File: config.mk
export PLATFORM = sky130hd
export DESIGN_NAME = shift_sequencer
export DESIGN_NICKNAME = d
export VERILOG_FILES = /design/src/rtl/shift_sequencer.sv
export SDC_FILE = /design/constraint.sdc
export NUM_CORES = 1
export LEC_CHECK = 0
export ABC_AREA = 0
export CAP_MARGIN = 30
export CORE_UTILIZATION = 51
export DETAILED_ROUTE_END_ITERATION = 12
export MAX_ROUTING_LAYER = met4
export PLACE_DENSITY_LB_ADDON = 0.12
export SETUP_SLACK_MARGIN = 0.02
export SLEW_MARGIN = 10
export SYNTH_ARGS = -nofsm -noshare
export SYNTH_HDL_FRONTEND = slang
export SYNTH_SLANG_ARGS = --single-unit
File: constraint.sdc
create_clock -name clk -period 6.3 [get_ports clk]
set_input_delay 0.945 -clock clk [delete_from_list [all_inputs] [get_ports clk]]
set_output_delay 0.945 -clock clk [all_outputs]
set_load 0.01 [all_outputs]
File: src/rtl/shift_sequencer.sv
// shift_sequencer: multi-cycle shift controller for the execute path.
// Implements SLL, SRL, SRA and LUI with one working register, a fixed
// shift-by-16 step and a shift-by-1 step instead of a barrel shifter.
//
// Ports:
//   clk    - system clock, rising-edge active
//   rst_n  - asynchronous active-low reset
//   start  - request; sampled only while idle
//   op     - 00 SLL, 01 SRL, 10 SRA, 11 LUI
//   in     - operand, sampled with start
//   shamt  - shift amount, sampled with start (ignored for LUI)
//   out    - result register, updated only on entry to the done cycle
//   busy   - high whenever not idle
//   done   - one-cycle pulse, out valid from this cycle onward
module shift_sequencer #(
   parameter int unsigned size = 32
) (
   input  logic            clk,
   input  logic            rst_n,
   input  logic            start,
   input  logic [1:0]      op,
   input  logic [size-1:0] in,
   input  logic [4:0]      shamt,
   output logic [size-1:0] out,
   output logic            busy,
   output logic            done
);

   localparam logic [1:0] OpSll = 2'b00;
   localparam logic [1:0] OpSrl = 2'b01;
   localparam logic [1:0] OpSra = 2'b10;
   localparam logic [1:0] OpLui = 2'b11;

   typedef enum logic [1:0] {StIdle, StShift16, StShift1, StDone} state_e;

   state_e          state_q;
   logic [size-1:0] work_q;
   logic [3:0]      count_q;
   logic [1:0]      op_q;
   logic            big_q;

   logic            is_lui;
   logic            eff_big;
   logic [3:0]      eff_count;
   logic            left;
   logic            fill;
   logic [size-1:0] work_sh16;
   logic [size-1:0] work_sh1;
   logic [size-1:0] work_step;

   // LUI reuses the shift-by-16 step as a left shift with no single-bit steps.
   always_comb begin
      is_lui    = (op == OpLui);
      eff_big   = is_lui | shamt[4];
      eff_count = is_lui ? 4'd0 : shamt[3:0];
   end

   always_comb begin
      left      = (op_q == OpSll) || (op_q == OpLui);
      fill      = (op_q == OpSra) & work_q[size-1];
      work_sh16 = left ? {work_q[size-17:0], 16'h0000} : {{16{fill}}, work_q[size-1:16]};
      work_sh1  = left ? {work_q[size-2:0], 1'b0} : {fill, work_q[size-1:1]};
      // big_q is consumed by the shift-by-16 step, so later steps are single-bit.
      work_step = big_q ? work_sh16 : work_sh1;
   end

   always_ff @(posedge clk or negedge rst_n) begin
      if (!rst_n) begin
         state_q <= StIdle;
         work_q  <= '0;
         count_q <= '0;
         op_q    <= '0;
         big_q   <= 1'b0;
         out     <= '0;
         busy    <= 1'b0;
         done    <= 1'b0;
      end else begin
         unique case (state_q)
            StIdle: begin
               if (start) begin
                  work_q  <= in;
                  op_q    <= op;
                  big_q   <= eff_big;
                  count_q <= eff_count;
                  busy    <= 1'b1;
                  if (eff_big) begin
                     state_q <= StShift16;
                  end else if (eff_count != 4'd0) begin
                     state_q <= StShift1;
                  end else begin
                     // Zero shift: the operand is the result.
                     state_q <= StDone;
                     out     <= in;
                     done    <= 1'b1;
                  end
               end
            end
            StShift16: begin
               work_q <= work_step;
               big_q  <= 1'b0;
               if (count_q != 4'd0) begin
                  state_q <= StShift1;
               end else begin
                  state_q <= StDone;
                  out     <= work_step;
                  done    <= 1'b1;
               end
            end
            StShift1: begin
               work_q  <= work_step;
               count_q <= count_q - 4'd1;
               if (count_q == 4'd1) begin
                  state_q <= StDone;
                  out     <= work_step;
                  done    <= 1'b1;
               end
            end
            StDone: begin
               done    <= 1'b0;
               busy    <= 1'b0;
               state_q <= StIdle;
            end
            default: begin
               state_q <= StIdle;
               busy    <= 1'b0;
               done    <= 1'b0;
            end
         endcase
      end
   end

endmodule

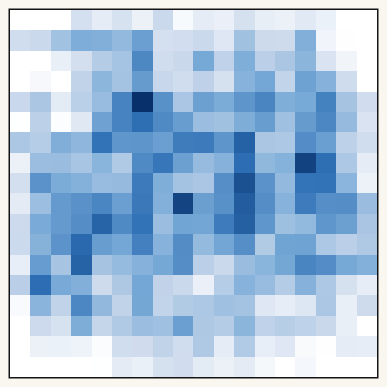
*Signal metal coverage by tile, run 1*
(4 px per um) The die is cut into 18 by 18 equal tiles; white is low, dark blue is high, scaled to the fullest tile. Values are wire area over tile area, all layers added.
The fullest tile reaches 0.50. 8.6% of the tiles are nearly empty. The densest ninth of the die: centre. The mean over all tiles is 0.18.

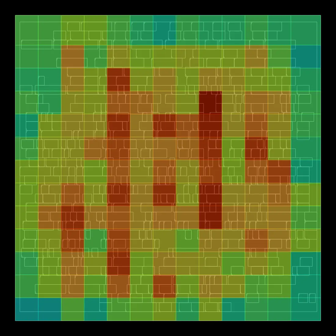
*Track usage over the die, run 1*
Wirelength per Cell: 16.99 um
All-Layer GR Usage: 0.2536
met3 Resource Use GR: 0.03897

==> results.cfg, run 1 <==
; flow metrics
[run_status]
status = completed

[finish]
fillCellCount = 646
flop_area_sq_um = 1877
top_regs = out: 32 flops, work_q: 32 flops, count_q: 4 flops
antenna_cells = 0
finalNetCount = 521
finish.instance_area_sq_um = 5121
layout-drive-gt1-share = 0.1371
final_cells = 576

[routing]
wl_met2_mm = 4.950
drt-total-wl_mm = 9.788
wl_met1_mm = 4.338
drt_pass1_iterations = 4
highest_layer = met4
drc = 0
dr.first_iter.drc_count = 135
ant_nets = 0

[worst_hold_path]
hold_path_class = reg -> reg
min_delay_path_depth = 1
hold_path_end = out[28]$_DFFE_PN0P_

[clock_network]
clock-sinks = 75
cts_tree = yes
numCtsBuffers = 9
post-cts-setup-buffers = 0
cts_resized = 0
root_buffer = clkbuf_8
clockBufferDepth = 2

[power_and_ir_drop]
finalPower_uw = 3440
p_sw_uw = 1476
p_leak_uw = 0.002138
seqPwrFrac = 0.281
powerComb_uw = 2100
combPwrFrac = 0.610
pwr-share-clk = 0.108
pg_clk_uw = 373
seq_cell_power_uw = 968
vdd_drop_max_mv = 0.3789
p_int_uw = 1964

[flow_run]
maxCapViolCount = 0
warnings = 32

[yosys]
simple_gate_area_frac = 0.09044
synth_flops = 75
synth.logic.top_family = multiplexers
top_area_cell = dfrtp_1
synth.area.top_cells = dfrtp_1 46%, mux2_2 12%, mux2i_1 9.3%, nand2_1 4.3%, o21ai_0 3.9%
synthAdderAreaFrac = 0.02741
avgSynthCellArea_sq_um = 10.17
top_area_frac = 0.4568
syn-cell-area_sq_um = 4109
yosys_cells = 404
synth_xor_xnor_area_share = 0
synth.distinct_cells = 34
yosys_warnings = 0

[placement]
place_area_sq_um = 4892
placed_cells = 559
dp.final_hpwl_mm = 6.794
place.gp.congestion = 0.8572
numPortBuffers = 75

[sta]
finClkSkew_ps = 5.134
hold_viol_final = 0
grt_setup_unrepaired = false
worstMarginPinSlew_ps = 839.1
setup_viol = 0
fmax_mhz = 304.9
final_max_slew_viol_count = 0
hold_ws_ps = 501.0
slew_headroom = 0.4388

[global_route]
grt_use_met2 = 0.4129
top_usage_layer = met2
grt_pass1_vias = 3284
gr-total-overflow = 0
antenna_found_initial = 0
grt_pass1_wl_mm = 16.19
grt_max_degree = 76

[worst_setup_path]
cp.arrival_ps = 3540
worstPathMaxFanout = 17
endpoint = out[0]$_DFFE_PN0P_
cp-start-kind = primary input
crit_start = shamt[2]
r2r-start = state_q[0]$_DFFE_PN0P_
rr_endpoint = out[0]$_DFFE_PN0P_

[floorplanning]
placementRows = 32
die_area_sq_um = 8420
ios = 76
dieHeight_um = 91.76
dieWidth_um = 91.76
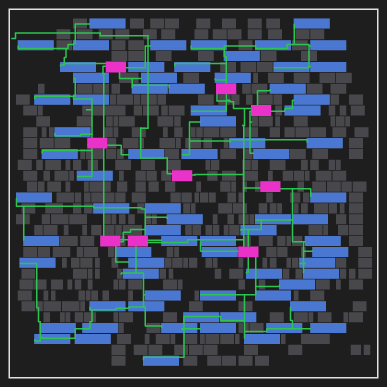
*Clock network drawn from the DEF, run 1*
(4 px per um)
Key: magenta = clock drivers [count 9]; blue = flip-flops [count 75]; green = clock wires [length 938 um]
Position of the flops: widely spread.

[run 1: cells in the mapped netlist]
library cell	number
mux2_2	42
a21oi_1	28
o21a_1	1
o21ai_0	32
and3_1	1
clkbuf_1	12
buf_2	6
a22oi_1	2
or3_1	1
or2_1	1
nor3_1	2
a311o_1	1
inv_1	30
nand2_1	47
mux2i_1	38
dfrtp_1	75
a31oi_1	1
nor2b_1	1
nor3_4	1
buf_6	2
buf_1	6
o211ai_1	10
ha_1	9
nand2b_1	4
nand3b_1	13
o31ai_1	1
o221ai_1	2
buf_4	2
mux2_1	5
nor2_1	4
a32oi_1	1
a221oi_1	2
nor4_1	1
o22ai_1	20
[run 1: cell type report]
type | instances | share of cell area
clock buffer | 13 | 0.03103
clock inverter | 2 | 0.006841
inverter | 30 | 0.02199
multi-input combinational | 271 | 0.3875
sequential | 75 | 0.3665
tap | 102 | 0.02492
timing repair buffer | 83 | 0.1613
[run 1: worst max-delay path: stages]
cell and delay (ps):
clkdlybuf4s50_1 430, nor4_1 540, a21oi_1 210, nor3_4 720, buf_4 430, mux2i_1 250
[run 1: through the flow]
step	util	worst slack, ps
2_1_floorplan	-	3924
6_report	0.6593	3020
3_5_place_dp	0.6298	2379
5_1_grt	0.6593	2899
3_3_place_gp	0.6298	2488
4_1_cts	0.6548	2756
[run 1: placed cells by master, fill, tap and decap left out, types with 10 or more instances in the layout]
cell,Yosys,routed
a21oi_1,28,28
clkbuf_8,0,11
clkdlybuf4s50_1,0,74
dfrtp_1,75,75
inv_1,30,30
mux2_2,42,42
mux2i_1,38,38
nand2_1,47,47
nand3b_1,13,13
o211ai_1,10,10
o21ai_0,32,32
o22ai_1,20,20
### Nets reached from selected ports, run 1

(4 px per um)
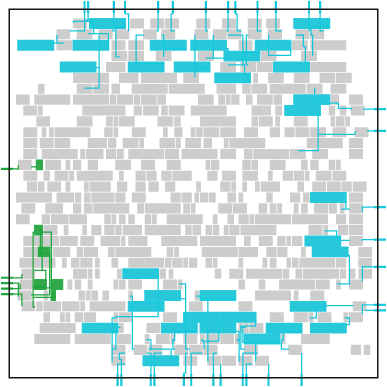

## Run 2: what changed since run 1
--- a/config.mk
+++ b/config.mk
@@ -7,7 +7,7 @@
 export LEC_CHECK = 0
 export ABC_AREA = 0
 export CAP_MARGIN = 30
-export CORE_UTILIZATION = 51
+export CORE_UTILIZATION = 48
 export DETAILED_ROUTE_END_ITERATION = 12
 export MAX_ROUTING_LAYER = met4
 export PLACE_DENSITY_LB_ADDON = 0.12
==> constraint.sdc (replaced) <==
create_clock -name clk -period 2.99 [get_ports clk]
set_input_delay 0.4485 -clock clk [delete_from_list [all_inputs] [get_ports clk]]
set_output_delay 0.4485 -clock clk [all_outputs]
set_load 0.01 [all_outputs]
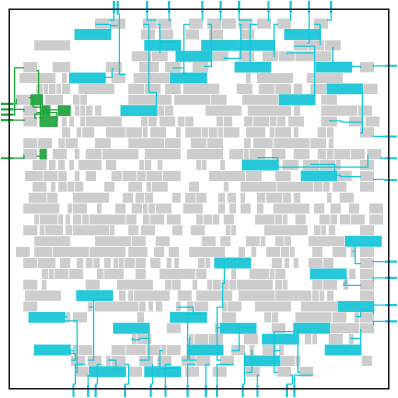
*Nets reached from selected ports, run 2*
(4 px per um)
Key: cyan = out [direction output, end cells 32, buffers 32, wire 656 um]; green = shamt [direction input, end cells 6, buffers 5, wire 65.7 um]

==> run 2 against run 1 <==
Hold slack worse by 460 ps; via count fell by 0.85%; non-clock buffer count rose by 2; register-to-register slack lost 2800 ps.
==> results.cfg, run 2 <==
; flow metrics
[run_status]
status = completed

[power_and_ir_drop]
p_int_uw = 4435
combPwrFrac = 0.588
p_leak_uw = 0.002184
finalPower_uw = 7540
pwr-share-clk = 0.141
vdd_drop_max_mv = 0.7362
seqPwrFrac = 0.271
p_sw_uw = 3105

[routing]
drc = 0
drt-total-wl_mm = 9.785
drt_pass1_iterations = 5
wl_met2_mm = 5.004
ant_nets = 0
dr.first_iter.drc_count = 154
wl_met1_mm = 4.167

[sta]
setup_viol = 0
final_max_slew_viol_count = 0
slew_headroom = 0.5737
hold_viol_final = 0
worstMarginPinSlew_ps = 621.7
grt_setup_unrepaired = false
hold_ws_ps = 38.89
tns_ps = 0
fin_ws_ps = 706.7
finClkSkew_ps = 10.87
fmax_mhz = 438.0

[flow_run]
maxCapViolCount = 0

[yosys]
syn-cell-area_sq_um = 4109
ys.flop_type = dfrtp_1
simple_gate_area_frac = 0.09044
synth_xor_xnor_area_share = 0
top_area_cell = dfrtp_1
top_area_frac = 0.4568
synth_compound_gate_area_share = 0.1437
yosys_cells = 404
synth.distinct_cells = 34
yosys_warnings = 0
post-synth-top-count-cell = dfrtp_1
ys_top_cells_by_count = 75 x dfrtp_1, 47 x nand2_1, 42 x mux2_2, 38 x mux2i_1, 32 x o21ai_0
avgSynthCellArea_sq_um = 10.17
synthAdderAreaFrac = 0.02741
synthArstFlopShare = 1.000
synth_flops = 75
synth.area.top_cells = dfrtp_1 46%, mux2_2 12%, mux2i_1 9.3%, nand2_1 4.3%, o21ai_0 3.9%
synth.logic.top_family = multiplexers
synth-edff-count = 0

[finish]
syn_to_final_growth_pct = 26.95
antenna_cells = 0
final_cells = 582
lay_top_cells = 75 x dfrtp_1, 74 x clkdlybuf4s50_1, 47 x nand2_1
layout-drive-gt1-share = 0.1447
finalNetCount = 523
top_regs = out: 32 flops, work_q: 32 flops, count_q: 4 flops
mostFrequentLayoutCell = dfrtp_1

[worst_setup_path]
cp.buffers_inverters = 2
cp-start-kind = flip-flop
crit_slowest_cell = and3_1
max_stage_delay_ps = 570
cp-end-kind = flip-flop
path_delay_family = simple AND/OR/NAND/NOR gates
cp.arrival_ps = 2520
worstPathMaxFanout = 15

[floorplanning]
coreArea_sq_um = 8258
die_area_sq_um = 8934
dieHeight_um = 94.52
ios = 76
dieWidth_um = 94.52

[clock_network]
post-cts-setup-buffers = 0
cts_tree = yes
root_buffer = clkbuf_8
clock-sinks = 75
numCtsBuffers = 9
cts_resized = 0

[global_route]
antenna_found_initial = 0
gr-total-overflow = 0
grt_pass1_wl_mm = 15.88
grt_max_degree = 76
grt_pass1_vias = 3223

[placement]
dp.final_hpwl_mm = 6.853
placed_cells = 565
dp_slack_ps = 474.1
numPortBuffers = 75

[worst_hold_path]
hold_path_class = in -> async
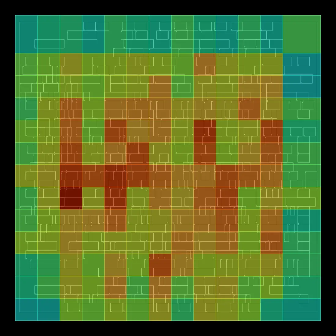
*Track usage over the die, run 2*
Top Usage Layer GRT: met2
Wirelength per Cell: 16.81 um
Core Util, Final: 0.6317
All-Layer GR Usage: 0.2406

run 2: cell counts after synthesis:
No cell type changed its count.
run 2: path summary, 6_finish.rpt:
path	slack, ps	endpoint	startpoint	depth (start not counted)
min reg2reg	490	out[19]$_DFFE_PN0P_	out[19]$_DFFE_PN0P_	1
max	710	out[16]$_DFFE_PN0P_	state_q[1]$_DFFE_PN0P_	6
min	40	out[12]$_DFFE_PN0P_	rst_n	1
max reg2reg	710	out[16]$_DFFE_PN0P_	state_q[1]$_DFFE_PN0P_	6
min in group clk	490	out[19]$_DFFE_PN0P_	out[19]$_DFFE_PN0P_	1
max in group asynchronous	2370	work_q[23]$_DFFE_PN0P_	rst_n	2
run 2: area by class of cell:
cell class,count,area [sq um]
fill,710,3042
clock buffer,12,155.1
sequential,75,1877
multi-input combinational,271,1984
timing repair buffer,85,835.8
inverter,30,112.6
clock inverter,4,120.1
tap,105,131.4
run 2: cells by family (layout without fill, tap and decap cells):
group / after synthesis / in the layout
buffers and inverters: 58 / 131
adders and majority gates: 9 / 9
and+or+nand+nor: 76 / 76
DFF: 75 / 75
muxes: 85 / 85
AOI/OAI and AO/OA: 101 / 101
run 2: per-stage QoR:
stage / util / area, sq um
finish: 0.6317 / 5216
global route: 0.6317 / 5216
CTS: 0.6292 / 5196
detailed placement: 0.5959 / 4921
global placement: 0.5959 / 4921
floorplan: - / 4109
run 2: power groups by stage:
stage	clock, uW	combinational [uW]	sequential, uW
3_3_place_gp	0	4330	2050
4_1_cts	1080	4470	2040
5_1_grt	1120	4910	2110
3_5_place_dp	0	4440	2060
2_1_floorplan	0	3150	2020
6_report	1060	4430	2050
run 2: per-layer routing:
metal | global-route usage | vias up
met2 | 0.4046 | 72
met1 | 0.2906 | 1594
met4 | 0.08965 | 0
met5 | - | -
met3 | 0.04026 | 13
li1 | - | 1574
### Clock network drawn from the DEF, run 2

(4 px per um)
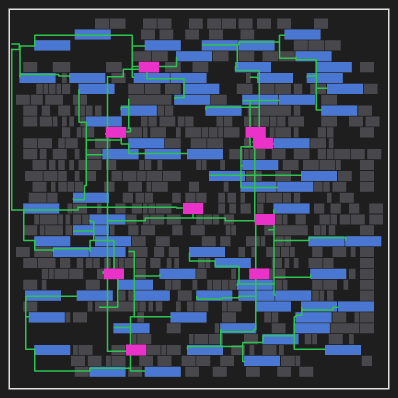

## Run 3: what changed since run 2
--- a/config.mk
+++ b/config.mk
@@ -7,7 +7,7 @@
 export LEC_CHECK = 0
 export ABC_AREA = 0
 export CAP_MARGIN = 30
-export CORE_UTILIZATION = 48
+export CORE_UTILIZATION = 51
 export DETAILED_ROUTE_END_ITERATION = 12
 export MAX_ROUTING_LAYER = met4
 export PLACE_DENSITY_LB_ADDON = 0.12
==> constraint.sdc (replaced) <==
create_clock -name clk -period 2.4 [get_ports clk]
set_input_delay 0.36 -clock clk [delete_from_list [all_inputs] [get_ports clk]]
set_output_delay 0.36 -clock clk [all_outputs]
set_load 0.01 [all_outputs]
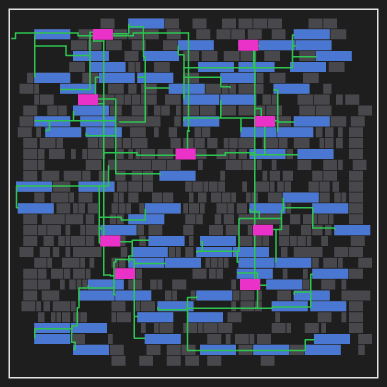
*Clock network drawn from the DEF, run 3*
(4 px per um)
Key: blue = flip-flops [count 75]; green = clock wires [length 960 um]; magenta = clock drivers [count 9]
There are 10 routed clock nets.

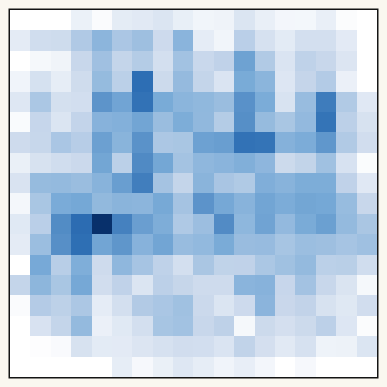
*Signal metal coverage by tile, run 3*
(4 px per um) The die is cut into 18 by 18 equal tiles; white is low, dark blue is high, scaled to the fullest tile. Values are wire area over tile area, all layers added.
Vias: 3290
All-Layer GR Usage: 0.2626
Wirelength per Cell: 17.19 um

==> run 3 against run 2 <==
Global-route usage grew 2.2 points; hold slack gained 450 ps; flip-flop count did not move.
==> results.cfg, run 3 <==
; flow metrics
[power_and_ir_drop]
seq_cell_power_uw = 2540
seqPwrFrac = 0.268
p_leak_uw = 0.002202
pg_clk_uw = 1180
combPwrFrac = 0.608
powerComb_uw = 5750
finalPower_uw = 9469
vdd_drop_max_mv = 0.9447
p_int_uw = 5490
pwr-share-clk = 0.124

[floorplanning]
coreArea_sq_um = 7767
ios = 76
dieWidth_um = 91.76
placementRows = 32
dieHeight_um = 91.76

[finish]
layout-drive-gt1-share = 0.1594
mostFrequentLayoutCell = dfrtp_1
fillCellCount = 623
syn_to_final_growth_pct = 27.80
finalNetCount = 529
top_regs = out: 32 flops, work_q: 32 flops, count_q: 4 flops
combGateArea_sq_um = 1988
flop_area_sq_um = 1877
lay_top_cells = 75 x dfrtp_1, 74 x clkdlybuf4s50_1, 47 x nand2_1

[yosys]
synthArstFlopShare = 1.000
post-synth-top-count-cell = dfrtp_1
avgSynthCellArea_sq_um = 10.17
synth_flops = 75
syn-cell-area_sq_um = 4109
synth.area.top_cells = dfrtp_1 46%, mux2_2 12%, mux2i_1 9.3%, nand2_1 4.3%, o21ai_0 3.9%
top_area_frac = 0.4568
yosys_warnings = 0
top_area_cell = dfrtp_1
ys.flop_type = dfrtp_1

[worst_hold_path]
hold_path_class = in -> async

[sta]
slew_headroom = 0.5318
hold_viol_final = 0
tns_ps = 0
final_max_slew_viol_count = 0
fin_ws_ps = 181.4
fmax_mhz = 450.7
setup_viol = 0
grt_setup_unrepaired = false
finClkSkew_ps = 9.073
worstMarginPinSlew_ps = 682.7

[worst_setup_path]
cp-start-kind = flip-flop
r2r_slack_ps = 180
rr_endpoint = out[5]$_DFFE_PN0P_
endpoint = out[5]$_DFFE_PN0P_
path_delay_family = simple AND/OR/NAND/NOR gates
cp-end-kind = flip-flop
max_stage_delay_ps = 430
crit_path_frequent_cell = buf_12
crit_slowest_cell = dfrtp_1
cp.arrival_ps = 2490
cp.buffers_inverters = 3

[routing]
drc = 0
drt_pass1_iterations = 4
ant_nets = 0

[placement]
numPortBuffers = 75
dp.final_hpwl_mm = 7.252
dp_slack_ps = 121.2
place.gp.congestion = 0.8445

[global_route]
gr-total-overflow = 0
grt_max_degree = 55
grt_pass1_wl_mm = 16.50
antenna_found_initial = 0

[run_status]
status = completed

[clock_network]
clock-sinks = 75
root_buffer = clkbuf_8
cts_resized = 0
post-cts-setup-buffers = 0
numCtsBuffers = 9

[flow_run]
warnings = 32
maxCapViolCount = 0
==> run 3: cell counts after synthesis <==
Identical to the previous run, type by type.
==> run 3: metal layers <==
metal | GRT usage | vias up | wire [um]
li1 | - | 1575 | -
met4 | 0.1107 | 0 | 187
met2 | 0.4361 | 74 | 5228
met5 | - | - | 0
met3 | 0.03483 | 16 | 357
met1 | 0.3245 | 1625 | 4284
==> run 3: kinds of logic (layout without fill, tap and decap cells) <==
kind of cell             Yosys count  count (layout)  synth area share
buffers and inverters             58             137           0.06029
flip-flops                        75              75            0.4568
adder cells (fa/ha/maj)            9               9           0.02741
AND-OR/OR-AND                    101             101            0.1437
multiplexers                      85              85            0.2214
AND/OR/NAND/NOR                   76              76           0.09044
==> run 3: layout make-up <==
cell class              instances  share of cell area
well taps                     102             0.02430
inverters                      30             0.02144
flip-flops and latches         75              0.3574
clock buffers                   9             0.02359
repair buffers                 91              0.1725
multi-input cells             271              0.3786
clock inverters                 7             0.02216
==> run 3: worst min path at each step <==
stage / from / end / slack, ps
detailed placement: rst_n / out[12]$_DFFE_PN0P_ / 360
global placement: rst_n / out[12]$_DFFE_PN0P_ / 360
global route: out[28]$_DFFE_PN0P_ / out[28]$_DFFE_PN0P_ / 510
floorplan: rst_n / big_q$_DFFE_PN0P_ / 60
CTS: rst_n / out[12]$_DFFE_PN0P_ / 500
finish: rst_n / out[13]$_DFFE_PN0P_ / 490
==> run 3: per-stage QoR <==
stage,instances,area (sq um),hold WS [ps],util
after floorplan,404,4109,64.41,-
after global placement,568,4997,360.1,0.6434
after detailed placement,568,4997,359.2,0.6434
after CTS,585,5248,503.2,0.6756
after global routing,585,5251,514.3,0.6761
final,585,5251,491.1,0.6761
Power and IR drop assume default switching activity.
